**src/rtl/lsu_mem_stage_if.sv**
```systemverilog
// Memory bus between the LSU memory stage (master) and the data memory (slave).
// Handshake: mem_req and all request fields are held stable by the master until
// the slave answers with a single-cycle mem_ack; mem_rdata is valid only while mem_ack is 1.
interface lsu_mem_stage_if;
    logic        mem_req;
    logic [31:0] mem_addr;
    logic        mem_we;
    logic [3:0]  mem_wstrb;
    logic [31:0] mem_wdata;
    logic        mem_ack;
    logic [31:0] mem_rdata;

    modport master (
        output mem_req, mem_addr, mem_we, mem_wstrb, mem_wdata,
        input  mem_ack, mem_rdata
    );

    modport slave (
        input  mem_req, mem_addr, mem_we, mem_wstrb, mem_wdata,
        output mem_ack, mem_rdata
    );
endinterface

```
**src/rtl/lsu_mem_stage.sv**
```systemverilog
// Load/store memory stage: one outstanding word-aligned bus access per instruction,
// with lane steering for stores, load extraction/extension, fault detection and timeout.
module lsu_mem_stage #(
    parameter int TIMEOUT = 255
) (
    input  logic                    CLK,
    input  logic                    RST_N,
    input  logic                    start,
    input  logic                    memory_en,
    input  logic [1:0]              store_size,
    input  logic [2:0]              funct3,
    input  logic [31:0]             addr,
    input  logic [31:0]             wdata,
    lsu_mem_stage_if.master         bus,
    output logic                    stall,
    output logic                    done,
    output logic [31:0]             load_data,
    output logic                    fault,
    output logic [1:0]              dbg_state
);

    typedef enum logic [1:0] {
        IDLE = 2'd0,
        REQ  = 2'd1,
        DONE = 2'd2
    } state_t;

    localparam int CW = (TIMEOUT < 2) ? 1 : $clog2(TIMEOUT + 1);

    state_t      state, state_d;
    logic [CW-1:0] cnt;
    logic [31:0] addr_q;
    logic        we_q;
    logic [3:0]  wstrb_q;
    logic [31:0] wdata_q;
    logic [1:0]  off_q;
    logic [2:0]  f3_q;
    logic        load_q;
    logic        fault_q;

    logic        accept;
    logic        is_load, is_half, is_word;
    logic        misaligned, illegal, bad;
    logic [3:0]  wstrb_d;
    logic [31:0] wdata_d;
    logic        timeout_hit;
    logic [31:0] rshift;
    logic [15:0] half_sel;
    logic [31:0] ext_data;

    assign accept  = (state == IDLE) && start && memory_en;
    assign is_load = (store_size == 2'b11);
    assign is_half = (store_size == 2'b01) || (is_load && funct3[1:0] == 2'b01);
    assign is_word = (store_size == 2'b10) || (is_load && funct3 == 3'b010);
    assign misaligned = (is_half && addr[0]) || (is_word && addr[1:0] != 2'b00);
    assign illegal = is_load && (funct3 == 3'b011 || funct3[2:1] == 2'b11);
    assign bad     = misaligned || illegal;

    // Narrow stores are replicated across all lanes; the strobe picks the live bytes.
    always_comb begin
        wstrb_d = 4'b0000;
        wdata_d = 32'h0;
        case (store_size)
            2'b00: begin
                wstrb_d = 4'b0001 << addr[1:0];
                wdata_d = {4{wdata[7:0]}};
            end
            2'b01: begin
                wstrb_d = 4'b0011 << addr[1:0];
                wdata_d = {2{wdata[15:0]}};
            end
            2'b10: begin
                wstrb_d = 4'b1111;
                wdata_d = wdata;
            end
            default: begin
                wstrb_d = 4'b0000;
                wdata_d = 32'h0;
            end
        endcase
    end

    assign timeout_hit = (TIMEOUT != 0) && (cnt == CW'(TIMEOUT - 1));

    assign rshift   = bus.mem_rdata >> {off_q, 3'b000};
    assign half_sel = off_q[1] ? bus.mem_rdata[31:16] : bus.mem_rdata[15:0];

    always_comb begin
        ext_data = bus.mem_rdata;
        case (f3_q)
            3'b000:  ext_data = {{24{rshift[7]}}, rshift[7:0]};
            3'b001:  ext_data = {{16{half_sel[15]}}, half_sel};
            3'b100:  ext_data = {24'h0, rshift[7:0]};
            3'b101:  ext_data = {16'h0, half_sel};
            default: ext_data = bus.mem_rdata;
        endcase
    end

    always_comb begin
        state_d = state;
        case (state)
            IDLE: if (accept) state_d = bad ? DONE : REQ;
            REQ:  if (bus.mem_ack || timeout_hit) state_d = DONE;
            DONE: state_d = IDLE;
            default: state_d = IDLE;
        endcase
    end

    always_ff @(posedge CLK or negedge RST_N) begin
        if (!RST_N) begin
            state <= IDLE;
        end else begin
            state <= state_d;
        end
    end

    always_ff @(posedge CLK or negedge RST_N) begin
        if (!RST_N) begin
            cnt       <= '0;
            addr_q    <= 32'h0;
            we_q      <= 1'b0;
            wstrb_q   <= 4'b0000;
            wdata_q   <= 32'h0;
            off_q     <= 2'b00;
            f3_q      <= 3'b000;
            load_q    <= 1'b0;
            fault_q   <= 1'b0;
            load_data <= 32'h0;
        end else begin
            case (state)
                IDLE: begin
                    if (accept) begin
                        addr_q    <= {addr[31:2], 2'b00};
                        we_q      <= !is_load;
                        wstrb_q   <= wstrb_d;
                        wdata_q   <= wdata_d;
                        off_q     <= addr[1:0];
                        f3_q      <= funct3;
                        load_q    <= is_load;
                        fault_q   <= bad;
                        cnt       <= '0;
                        load_data <= 32'h0;
                    end
                end
                REQ: begin
                    if (bus.mem_ack) begin
                        load_data <= load_q ? ext_data : 32'h0;
                    end else if (timeout_hit) begin
                        fault_q <= 1'b1;
                    end else begin
                        cnt <= cnt + 1'b1;
                    end
                end
                DONE: begin
                    fault_q   <= 1'b0;
                    load_data <= 32'h0;
                end
                default: begin
                    fault_q <= 1'b0;
                end
            endcase
        end
    end

    assign bus.mem_req   = (state == REQ);
    assign bus.mem_addr  = addr_q;
    assign bus.mem_we    = we_q;
    assign bus.mem_wstrb = wstrb_q;
    assign bus.mem_wdata = wdata_q;

    assign stall     = accept || (state == REQ);
    assign done      = (state == DONE);
    assign fault     = (state == DONE) && fault_q;
    assign dbg_state = state;

endmodule

```
**src/flat_wrapper.sv**
```systemverilog
// flat-port wrapper written by rule: the top's interface ports become plain ports
module lsu_mem_stage_flat 
#(
    parameter int TIMEOUT = 255
)
  (CLK, RST_N, start, memory_en, store_size, funct3, addr, wdata, stall, done, load_data, fault, dbg_state, bus_mem_req, bus_mem_addr, bus_mem_we, bus_mem_wstrb, bus_mem_wdata, bus_mem_ack, bus_mem_rdata);
  lsu_mem_stage_if bus_i ();
  input  logic CLK;
  input  logic RST_N;
  input  logic start;
  input  logic memory_en;
  input  logic [1:0] store_size;
  input  logic [2:0] funct3;
  input  logic [31:0] addr;
  input  logic [31:0] wdata;
  output logic stall;
  output logic done;
  output logic [31:0] load_data;
  output logic fault;
  output logic [1:0] dbg_state;
  output wire logic [$bits(bus_i.mem_req)-1:0] bus_mem_req;
  output wire logic [$bits(bus_i.mem_addr)-1:0] bus_mem_addr;
  output wire logic [$bits(bus_i.mem_we)-1:0] bus_mem_we;
  output wire logic [$bits(bus_i.mem_wstrb)-1:0] bus_mem_wstrb;
  output wire logic [$bits(bus_i.mem_wdata)-1:0] bus_mem_wdata;
  input wire logic [$bits(bus_i.mem_ack)-1:0] bus_mem_ack;
  input wire logic [$bits(bus_i.mem_rdata)-1:0] bus_mem_rdata;
  assign bus_mem_req = bus_i.mem_req;
  assign bus_mem_addr = bus_i.mem_addr;
  assign bus_mem_we = bus_i.mem_we;
  assign bus_mem_wstrb = bus_i.mem_wstrb;
  assign bus_mem_wdata = bus_i.mem_wdata;
  assign bus_i.mem_ack = bus_mem_ack;
  assign bus_i.mem_rdata = bus_mem_rdata;
  lsu_mem_stage #(.TIMEOUT(TIMEOUT)) u_core (.CLK(CLK), .RST_N(RST_N), .start(start), .memory_en(memory_en), .store_size(store_size), .funct3(funct3), .addr(addr), .wdata(wdata), .bus(bus_i), .stall(stall), .done(done), .load_data(load_data), .fault(fault), .dbg_state(dbg_state));
endmodule
```
**config.mk**
```make
export PLATFORM = sky130hd
export DESIGN_NAME = lsu_mem_stage_flat
export DESIGN_NICKNAME = d
export VERILOG_FILES = /design/src/rtl/lsu_mem_stage_if.sv /design/src/rtl/lsu_mem_stage.sv /design/src/flat_wrapper.sv
export SDC_FILE = /design/constraint.sdc
export NUM_CORES = 1
export LEC_CHECK = 0
export ABC_CLOCK_PERIOD_IN_PS = 1950
export CAP_MARGIN = 20
export CORE_ASPECT_RATIO = 0.8
export CORE_MARGIN = 2
export CORE_UTILIZATION = 44
export CTS_CLUSTER_DIAMETER = 30
export DETAILED_ROUTE_END_ITERATION = 8
export PLACE_DENSITY = 0.81
export SYNTH_ARGS = -nofsm -noshare
export SYNTH_HDL_FRONTEND = slang
export SYNTH_SLANG_ARGS = --single-unit
```
**constraint.sdc**
```tcl
create_clock -name CLK -period 1.95 [get_ports CLK]
set_input_delay 0.39 -clock CLK [delete_from_list [all_inputs] [get_ports CLK]]
set_output_delay 0.39 -clock CLK [all_outputs]
set_load 0.01 [all_outputs]
```
layers.png
Only two layers are drawn.
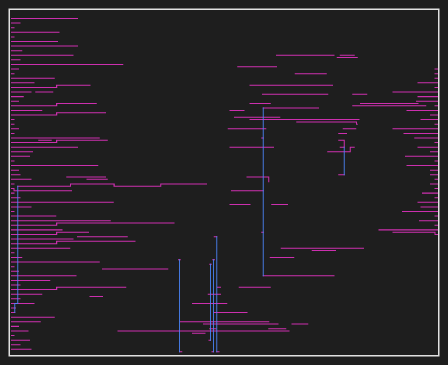
- M3: magenta (wire length 1,610 µm)
- M4: blue (wire length 207 µm)

sizing.png
Bar = 50 µm.
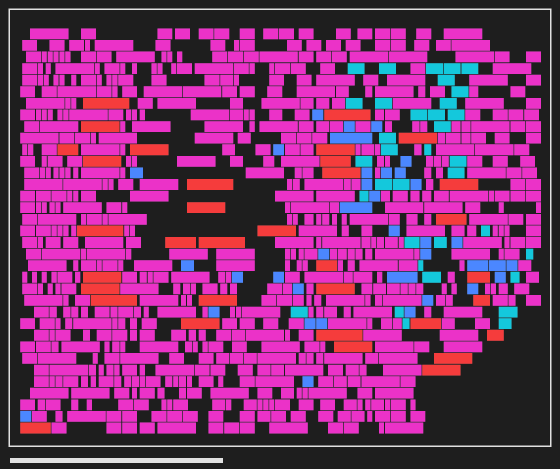
- x6 and larger: red (cells 34; share 4.4%)
- x2: cyan (cells 35; share 4.5%)
- x1 and smaller: magenta (cells 667; share 86%)
- x3 and x4: blue (cells 36; share 4.7%)
design area: 0.00846 mm²
Signal buffers: 244
final setup margin: 0.0419 ns
Layout area overhead: 59.7%

m2.png
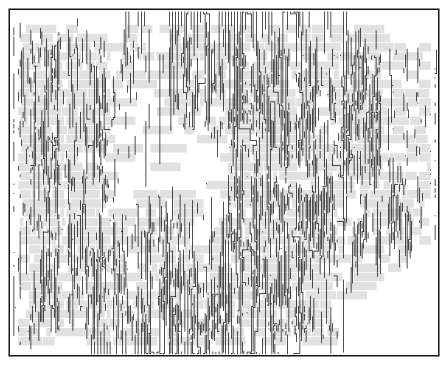
- longest straight run: 32.8 µm
- wire length on this layer: 8,070 µm
- main direction: vertical
- nets with wire on the layer: 757
WL final: 17.0 mm
vias: 5,059
met2 Use GR: 42.6%

clock_nets.png
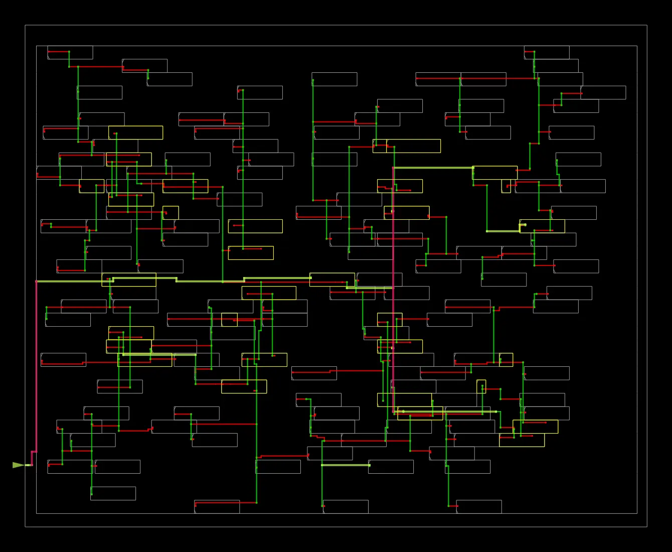
Flops: 116
Num CTS Buffers: 17
clk_lat worst skew: 0.41 ns
clock buffer count: 19
Fin Clk Skew: 0.00636 ns

==> flow_summary_export.csv <==
group,metric,value,unit
cells_and_area,nNetsFinal,867,
clock_tree,cts_buffer_depth,2,
route,drt-initial-drc-count,319,
clock_tree,clockRootBuffer,"clkbuf_16",
synth,ys_cells,533,
power,p_total,10100,µW
synth,synthFlopType,"dfrtp_1",
floorplanning,fp_util,45.5,%
placement,dp.final_hpwl,11.6,mm
route,postRouteAntennaNets,0,
grt,track_usage,26.3,%
synth,yosysUniqueCellTypes,49,
final_timing,finalCritPeriodShare,97.9,%
final_timing,rsz0062_at_grt,"yes",
floorplanning,chipWidth,127,µm
worst_setup_path,cpMaxStageDelayCell,"clkdlybuf4s50_1",
route,drc,0,
synth,edf_count,0,
placement,placed_cells,886,
synth,synthCells,533,
final_timing,fin_crit,1.91,ns
floorplanning,die-area,0.0129,mm²
clock_tree,post_cts_buffers,0,
worst_setup_path,start_kind,"register",
floorplanning,die_h,102,µm
clock_tree,cts_tree,"done",
final_timing,slew_headroom,56.1,%
worst_setup_path,crit_family,"buffers and inverters",
final_timing,setup_violations,0,
synth,ys_ff,116,
cells_and_area,antenna_cells,0,
grt,gr-total-overflow,0,
final_timing,max_freq,524,MHz
worst_setup_path,crit_required,1.56,ns
placement,gp_congestion,0.930,
placement,port_buffers,210,
clock_tree,cts-resized-gates,11,
cells_and_area,drive_gt1_share,13.6,%
synth,yosys_area,0.00530,mm²
floorplanning,pin_count,213,
placement,place_area,0.00771,mm²
worst_setup_path,crit_buf_inv,2,
grt,antenna_found_initial,0,
final_timing,tightest_slew,0.658,ns
worst_setup_path,crit_chain,"buf_6 > clkdlybuf4s50_1",
power,p_leak,0.00376,µW
worst_setup_path,crit_arrival,1.52,ns
worst_setup_path,crit_path_max_incr_delay,0.57,ns
power,peakVddDrop,0.801,mV
run,cap_violations,0,
clock_tree,cts_max_level,4,
synth,ys_warn_count,0,
synth,syn_area,0.00530,mm²
grt,grt_max_degree,117,
synth,async_flop_share,100,%
grt,grt_pass1_wl,26.6,mm
cells_and_area,final_layout_top_logic_cells,"clkdlybuf4s50_1, nand2_1, dfrtp_1",
final_timing,slew_viol_final,0,
worst_hold_path,hold_path_class,"input pin to asynchronous set/reset pin",
cells_and_area,fin_util,72.6,%
route,drt_first_pass_iters,4,
power,power.density,1190,mW/mm²
route,viasPerCell,5.50,
floorplanning,core-area,0.0116,mm²
worst_setup_path,worstPathMaxFanout,10,
clock_tree,holdBufCountCts,0,
worst_setup_path,setup.worst_path.class,"register to primary output",
synth,ys_seq_share,54.8,%
run,warnings,31,
floorplanning,num_rows,35,
clock_tree,clk_pin_slew,0.06,ns
outcome,status,"finished, final reports clean",
route,wl_per_cell,18.5,µm
clock_tree,cts_sinks,116,
synth,syn_avg_cell_area,9.94,µm²
worst_setup_path,cp-end-kind,"primary output",
cells_and_area,lay_top_count,"clkdlybuf4s50_1",
cells_and_area,finalNonFillerCells,920,
==> final cells by class <==
class                      instances  area (µm²)
inverter                           7        26.3
tap                              148         185
timing repair buffer             244        2420
clock inverter                    13         253
fill                             801        3190
sequential                       116        2900
clock buffer                      19         453
multi-input combinational        373        2220
==> Yosys cell counts, types with 3 or more instances <==
cell / count / share of area (%)
mux2i_1: 9 / 1.7
inv_1: 6 / 0.43
a22o_1: 10 / 1.7
nand2b_1: 11 / 1.3
buf_4: 3 / 0.43
or3_1: 4 / 0.47
a21oi_1: 37 / 3.5
buf_2: 5 / 0.47
nor2_1: 41 / 2.9
a221oi_1: 10 / 1.7
nand2_1: 128 / 9.1
a32o_1: 8 / 1.5
nand3_1: 5 / 0.47
clkbuf_1: 26 / 1.8
dfrtp_1: 116 / 55
a221o_1: 6 / 1.1
o221ai_1: 8 / 1.3
o2bb2ai_1: 7 / 1.2
a221o_2: 10 / 2.1
o21ai_0: 36 / 3.4
mux2_2: 12 / 2.6
==> through the flow <==
stage	worst slack, ns	hold WS (ns)	setup TNS (ns)
final	0.0419	0.0308	0
after detailed placement	-0.530	0.463	-29.37
after global routing	-0.0295	0.102	-0.0703
after floorplan	0.156	0.0944	0
after CTS	-0.0389	0.0979	-0.0389
after global placement	-0.436	0.456	-24.26
==> cell families (layout without fill, tap and decap cells) <==
kind of cell	after synthesis	count (layout)	share of synthesized area [%]
compound gates	144	144	20.1
xor+xnor	1	1	0.165
fa+ha+maj	2	2	0.472
buf+inv	45	283	3.80
flops	116	116	54.8
mux	21	21	4.25
other cells	1	2	0.0708
simple gates	203	203	16.3
==> where the power goes <==
group | internal (µW) | leakage [µW] | switching [µW]
Clock | 2590 | 0.000339 | 1140
Combinational | 1610 | 0.00193 | 1380
Sequential | 2950 | 0.00150 | 397
==> routing by layer <==
metal	vias to the layer above	track usage (%)	share of wire, %	routed length (µm)
met3	17	10.5	9.5	1610
met1	2488	33.7	42	7110
met2	224	42.6	47	8070
met4	0	6.68	1.2	206
li1	2330	-	-	-
met5	-	0	0	0
==> flip-flops by register name, summed over array words and instances, names as in the netlist <==
register and flops:
u_core.bus.mem_wdata 32, u_core.load_data 32, u_core.bus.mem_addr 30, u_core.cnt 8
u_core.bus.mem_wstrb 4, u_core.f3_q 3, u_core.dbg_state 2, u_core.off_q 2
u_core.bus.mem_we 1, u_core.fault_q 1, u_core.load_q 1
==> worst paths after layout <==
kind                                                              to  depth (start not counted)                           startpoint  slack, ns
max in group asynchronous         u_core.bus.mem_addr[6]$_DFFE_PN0P_                          2                                RST_N       1.41
worst max register to register             u_core.cnt[2]$_DFFE_PN0P_                          5            u_core.cnt[2]$_DFFE_PN0P_       0.12
worst max-delay path                                    dbg_state[0]                          2      u_core.dbg_state[0]$_DFFE_PN0P_       0.04
worst min register to register   u_core.bus.mem_addr[21]$_DFFE_PN0P_                          2  u_core.bus.mem_addr[21]$_DFFE_PN0P_       0.47
min in group CLK                 u_core.bus.mem_addr[21]$_DFFE_PN0P_                          2  u_core.bus.mem_addr[21]$_DFFE_PN0P_       0.47
worst min-delay path            u_core.bus.mem_wdata[26]$_DFFE_PN0P_                          2                                RST_N       0.03
Power figures rest on the tool's default switching activity, not on a simulated workload.
